===== config.mk =====
export PLATFORM = sky130hd
export DESIGN_NAME = led_breather
export DESIGN_NICKNAME = d
export VERILOG_FILES = /design/src/rtl/breather_pkg.sv /design/src/rtl/edge_tick.sv /design/src/rtl/led_breather.sv
export SDC_FILE = /design/constraint.sdc
export NUM_CORES = 1
export LEC_CHECK = 0
export CAP_MARGIN = 20
export CORE_ASPECT_RATIO = 0.9
export CORE_MARGIN = 5
export CORE_UTILIZATION = 32
export CTS_CLUSTER_SIZE = 40
export DETAILED_ROUTE_END_ITERATION = 16
export GPL_TIMING_DRIVEN = 0
export HOLD_SLACK_MARGIN = 0.12
export PLACE_DENSITY = 0.62
export SKIP_CTS_REPAIR_TIMING = 1
export SLEW_MARGIN = 20
export SYNTH_ARGS = -nofsm -noshare
export SYNTH_HDL_FRONTEND = slang
export SYNTH_HIERARCHICAL = 1
export SYNTH_SLANG_ARGS = --single-unit
export TNS_END_PERCENT = 20

===== constraint.sdc =====
create_clock -name clk -period 4.7 [get_ports clk]
set_clock_uncertainty 0.05 [all_clocks]
set_input_delay 0.94 -clock clk [delete_from_list [all_inputs] [get_ports clk]]
set_output_delay 0.94 -clock clk [all_outputs]
set_load 0.02 [all_outputs]

===== src/rtl/breather_pkg.sv =====
// Shared types and saturating duty arithmetic for the LED breathing controller.
package breather_pkg;

  localparam int DUTY_W = 8;
  localparam logic [DUTY_W-1:0] DUTY_MAX = '1;

  typedef enum logic [2:0] {
    IDLE      = 3'd0,
    RAMP_UP   = 3'd1,
    HOLD_HIGH = 3'd2,
    RAMP_DOWN = 3'd3,
    HOLD_LOW  = 3'd4
  } state_t;

  // Returns {reached_max, new_duty}; the sum is formed one bit wider so the carry saturates.
  function automatic logic [DUTY_W:0] sat_inc(input logic [DUTY_W-1:0] d,
                                              input logic [DUTY_W-1:0] s);
    logic [DUTY_W:0] sum;
    sum = {1'b0, d} + {1'b0, s};
    if (sum >= {1'b0, DUTY_MAX}) begin
      return {1'b1, DUTY_MAX};
    end
    return {1'b0, sum[DUTY_W-1:0]};
  endfunction

  // Returns {reached_zero, new_duty}; a borrow out of the MSB clamps to zero.
  function automatic logic [DUTY_W:0] sat_dec(input logic [DUTY_W-1:0] d,
                                              input logic [DUTY_W-1:0] s);
    logic [DUTY_W:0] diff;
    diff = {1'b0, d} - {1'b0, s};
    if (diff[DUTY_W] || (diff[DUTY_W-1:0] == '0)) begin
      return {1'b1, {DUTY_W{1'b0}}};
    end
    return {1'b0, diff[DUTY_W-1:0]};
  endfunction

endpackage


===== src/rtl/edge_tick.sv =====
// Rising-edge detector: one-clk pulse when level goes 0 -> 1.
module edge_tick (
  input  logic clk,
  input  logic rst,
  input  logic level,
  output logic pulse
);

  logic prev_bit;

  always_ff @(posedge clk or posedge rst) begin
    if (rst) begin
      prev_bit <= 1'b0;
    end else begin
      prev_bit <= level;
    end
  end

  assign pulse = level & ~prev_bit;

endmodule


===== src/rtl/led_breather.sv =====
// LED breathing controller: duty ramps up, holds, ramps down, holds, repeating while enabled.
module led_breather
  import breather_pkg::*;
#(
  parameter int STEP_BIT   = 11,
  parameter int STEP       = 8,
  parameter int HOLD_TICKS = 4
) (
  input  logic              clk,
  input  logic              rst,
  input  logic [15:0]       currentCount,
  input  logic              enable,
  output logic              pwm_out,
  output logic [DUTY_W-1:0] duty,
  output logic [2:0]        state,
  output logic              cycle_done
);

  localparam logic [DUTY_W-1:0] STEP_V    = DUTY_W'(STEP);
  localparam logic [7:0]        HOLD_LAST = 8'(HOLD_TICKS - 1);

  state_t          st;
  logic [7:0]      hold_cnt;
  logic            tick;
  logic [DUTY_W:0] up_next;
  logic [DUTY_W:0] down_next;

  // Only the tick bit and the low byte feed the logic; the rest is folded away.
  logic unused_count;
  assign unused_count = ^currentCount;

  edge_tick u_edge_tick (
    .clk   (clk),
    .rst   (rst),
    .level (currentCount[STEP_BIT]),
    .pulse (tick)
  );

  assign up_next   = sat_inc(duty, STEP_V);
  assign down_next = sat_dec(duty, STEP_V);
  assign state     = st;

  always_ff @(posedge clk or posedge rst) begin
    if (rst) begin
      st         <= IDLE;
      duty       <= '0;
      pwm_out    <= 1'b0;
      cycle_done <= 1'b0;
      hold_cnt   <= '0;
    end else begin
      cycle_done <= 1'b0;
      if (!enable) begin
        // Disable wins over any tick arriving in the same cycle.
        st       <= IDLE;
        duty     <= '0;
        pwm_out  <= 1'b0;
        hold_cnt <= '0;
      end else begin
        pwm_out <= (st != IDLE) && (currentCount[DUTY_W-1:0] < duty);
        case (st)
          IDLE: begin
            duty     <= '0;
            hold_cnt <= '0;
            st       <= RAMP_UP;
          end
          RAMP_UP: begin
            if (tick) begin
              duty <= up_next[DUTY_W-1:0];
              if (up_next[DUTY_W]) begin
                st       <= HOLD_HIGH;
                hold_cnt <= '0;
              end
            end
          end
          HOLD_HIGH: begin
            if (tick) begin
              if (hold_cnt == HOLD_LAST) begin
                hold_cnt <= '0;
                st       <= RAMP_DOWN;
              end else begin
                hold_cnt <= hold_cnt + 8'd1;
              end
            end
          end
          RAMP_DOWN: begin
            if (tick) begin
              duty <= down_next[DUTY_W-1:0];
              if (down_next[DUTY_W]) begin
                st       <= HOLD_LOW;
                hold_cnt <= '0;
              end
            end
          end
          HOLD_LOW: begin
            if (tick) begin
              if (hold_cnt == HOLD_LAST) begin
                hold_cnt   <= '0;
                st         <= RAMP_UP;
                cycle_done <= 1'b1;
              end else begin
                hold_cnt <= hold_cnt + 8'd1;
              end
            end
          end
          default: begin
            st       <= IDLE;
            duty     <= '0;
            hold_cnt <= '0;
          end
        endcase
      end
    end
  end

endmodule


==> impl_metrics.py <==
# Physical implementation metrics
metrics = {
    "hold_path": {
        "hold_start": "hold_cnt[7]$_DFFE_PP0P_",
        "hold_end": "hold_cnt[7]$_DFFE_PP0P_",
        "worstHoldPathCells": 1,
    },
    "clocking": {
        "cts_buffers": 3,
        "cts_tree": "done",
        "root_buffer": "clkbuf_8",
        "htreeDepth": 1,
    },
    "synth": {
        "fp_nets": 205,
        "area_leaders": "dfrtp_1 32%, ha_1 8.7%, nor2_1 3.6%",
        "ys_seq_share_pct": 31.6,
        "yosysTopAreaCellShare_pct": 31.6,
        "top_area_cell": "dfrtp_1",
        "syn_inst": 175,
        "ys.flop_type": "dfrtp_1",
        "async_reset_ff_share_pct": 100,
        "yosys_warnings": 6,
        "ys_area_um2": 1580,
    },
    "worst_setup_path": {
        "end_kind": "flop",
        "critPathCapture": "hold_cnt[4]$_DFFE_PP0P_",
        "regToRegEndpoint": "hold_cnt[4]$_DFFE_PP0P_",
        "r2r-start": "duty[3]$_DFFE_PP0P_",
        "critical_path.max_fanout": 10,
        "critPathArrivalTime_ps": 2690,
        "crit_type": "primary input to flop",
        "required_ps": 4810,
        "ff2ff_setup_slack_ps": 2270,
    },
    "detailed_routing": {
        "drtAntennaViolNets": 0,
        "vias": 1384,
        "drt_iter0_markers": 84,
        "wirelength_um": 3750,
        "vias_per_cell": 5.16,
        "dr.pass1.iters": 4,
        "drc": 0,
    },
    "timing": {
        "drv_slew": 0,
        "fmax_ghz": 0.388,
        "max-slew-margin-rel_pct": 46.2,
        "rsz0062_at_grt": "false",
        "tightest_slew_ps": 806,
        "hold_viol_final": 0,
        "fin_crit_ps": 2580,
        "fin_hold_ws_ps": 434,
        "setup_viol": 0,
    },
    "final_layout": {
        "most-common-layout-cells": "24 x clkdlybuf4s50_1, 20 x dfrtp_1, 15 x nor2_1",
        "fin_util_pct": 40.6,
        "nFillCells": 493,
        "syn2layout_area_growth_pct": 23.8,
        "diodes": 0,
        "layout_top_cell": "clkdlybuf4s50_1",
    },
    "die": {
        "die_x_um": 84.2,
        "io_pins": 32,
        "chipArea_um2": 6460,
        "die_h_um": 76.7,
        "fp_util_pct": 32.8,
    },
    "power": {
        "pwr-share-clk_pct": 20.9,
        "switchingPower_uw": 247,
        "pg_comb_uw": 296,
        "p_sw_share_pct": 38.9,
        "power.total_uw": 635,
        "internal_power_uw": 388,
        "peakVddDrop_v": 0.000161,
        "p_comb_share_pct": 46.7,
        "pg_clk_uw": 133,
        "total_leakage_power_uw": 0.000847,
        "power_density_nw_per_um2": 324,
        "power.group.top": "combinational logic",
    },
    "job": {
        "maxCapViolations": 0,
        "tool_warnings": 35,
    },
    "grt": {
        "grt_start_max_net_pins": 20,
        "first_global_vias": 1255,
        "antenna_found_initial": 0,
        "grt_first_pass_wirelength_um": 6130,
        "grt.overflow.total": 0,
    },
    "place": {
        "place_hpwl_um": 2840,
        "port_buffers": 24,
    },
    "outcome": {
        "outcome": "complete, no violations",
    },
}
routing by layer:
| layer | wire [µm] | share of wire, % | up-vias | global-route usage, % |
|---|---|---|---|---|
| li1 | - | - | 695 | - |
| met1 | 1940 | 52 | 656 | 16.9 |
| met2 | 1630 | 44 | 26 | 16.9 |
| met3 | 125 | 3.3 | 7 | 2.36 |
| met4 | 59 | 1.6 | 0 | 2.57 |
| met5 | 0 | 0 | - | 0 |
per-stage QoR:
stage,std cells,cell area [µm²],worst slack [ps]
detailed placement,264,1910,1840
CTS,268,1960,2110
finish,268,1960,2120
floorplan,175,1580,2460
global route,268,1960,1990
global placement,264,1910,1850
state kept, by name (all words and copies together), names as in the netlist:
register	flops
duty	6
cycle_done	1
state	3
pwm_out	1
hold_cnt	8
u_edge_tick/prev_bit	1
critical path, cell delays in order:
cell and delay, ps:
clkdlybuf4s50_1 480, buf_2 230, inv_1 150, or3_1 410, o21bai_4 180, buf_6 170
o21ai_2 70, o41ai_2 50
final cells by class:
cell class / instances / area [µm²] / share of cell area (%)
well taps: 65 / 81.3 / 4.15
plain buffers: 10 / 71.3 / 3.64
repair buffers: 24 / 240 / 12.3
inverters: 11 / 41.3 / 2.11
flip-flops and latches: 20 / 500 / 25.5
multi-input cells: 134 / 971 / 49.5
clock buffers: 4 / 55.1 / 2.81
logic make-up after synthesis:
family,synth area share [%]
AOI/OAI and AO/OA,24.6
xor gates and xnor gates,2.69
adders and majority gates,9.32
buffers and inverters,7.11
DFF,31.6
muxes,2.69
and+or+nand+nor,22.0
Routing congestion map:
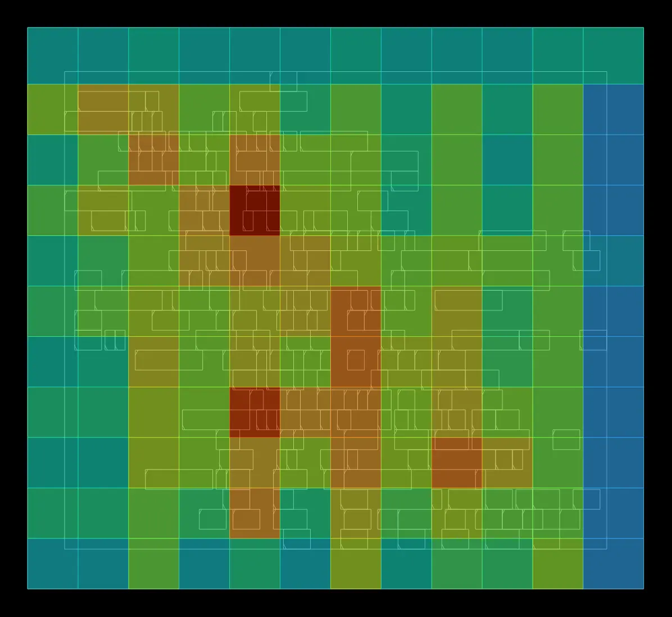
GRT Overall Usage: 11.4%
GR peak layer: met1
drt wl/cell: 14.0 µm

Metal 2:
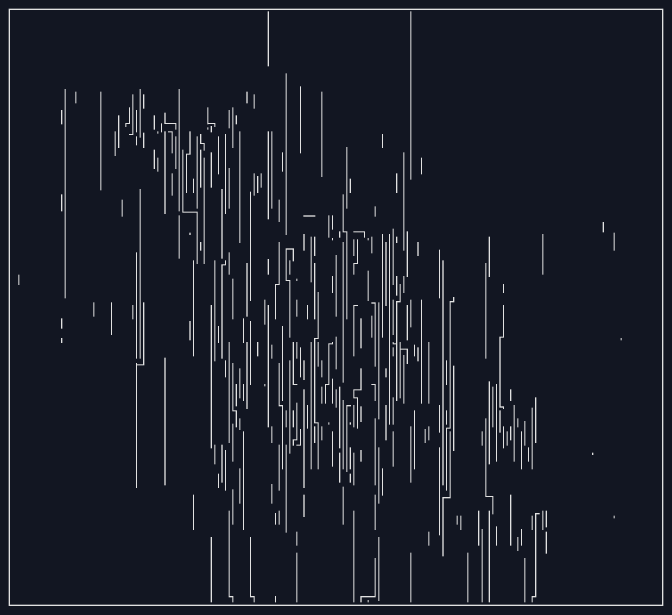
nets with wire on the layer = 178
main direction = vertical

No activity file was given, so power comes from the tool's default toggle rates.
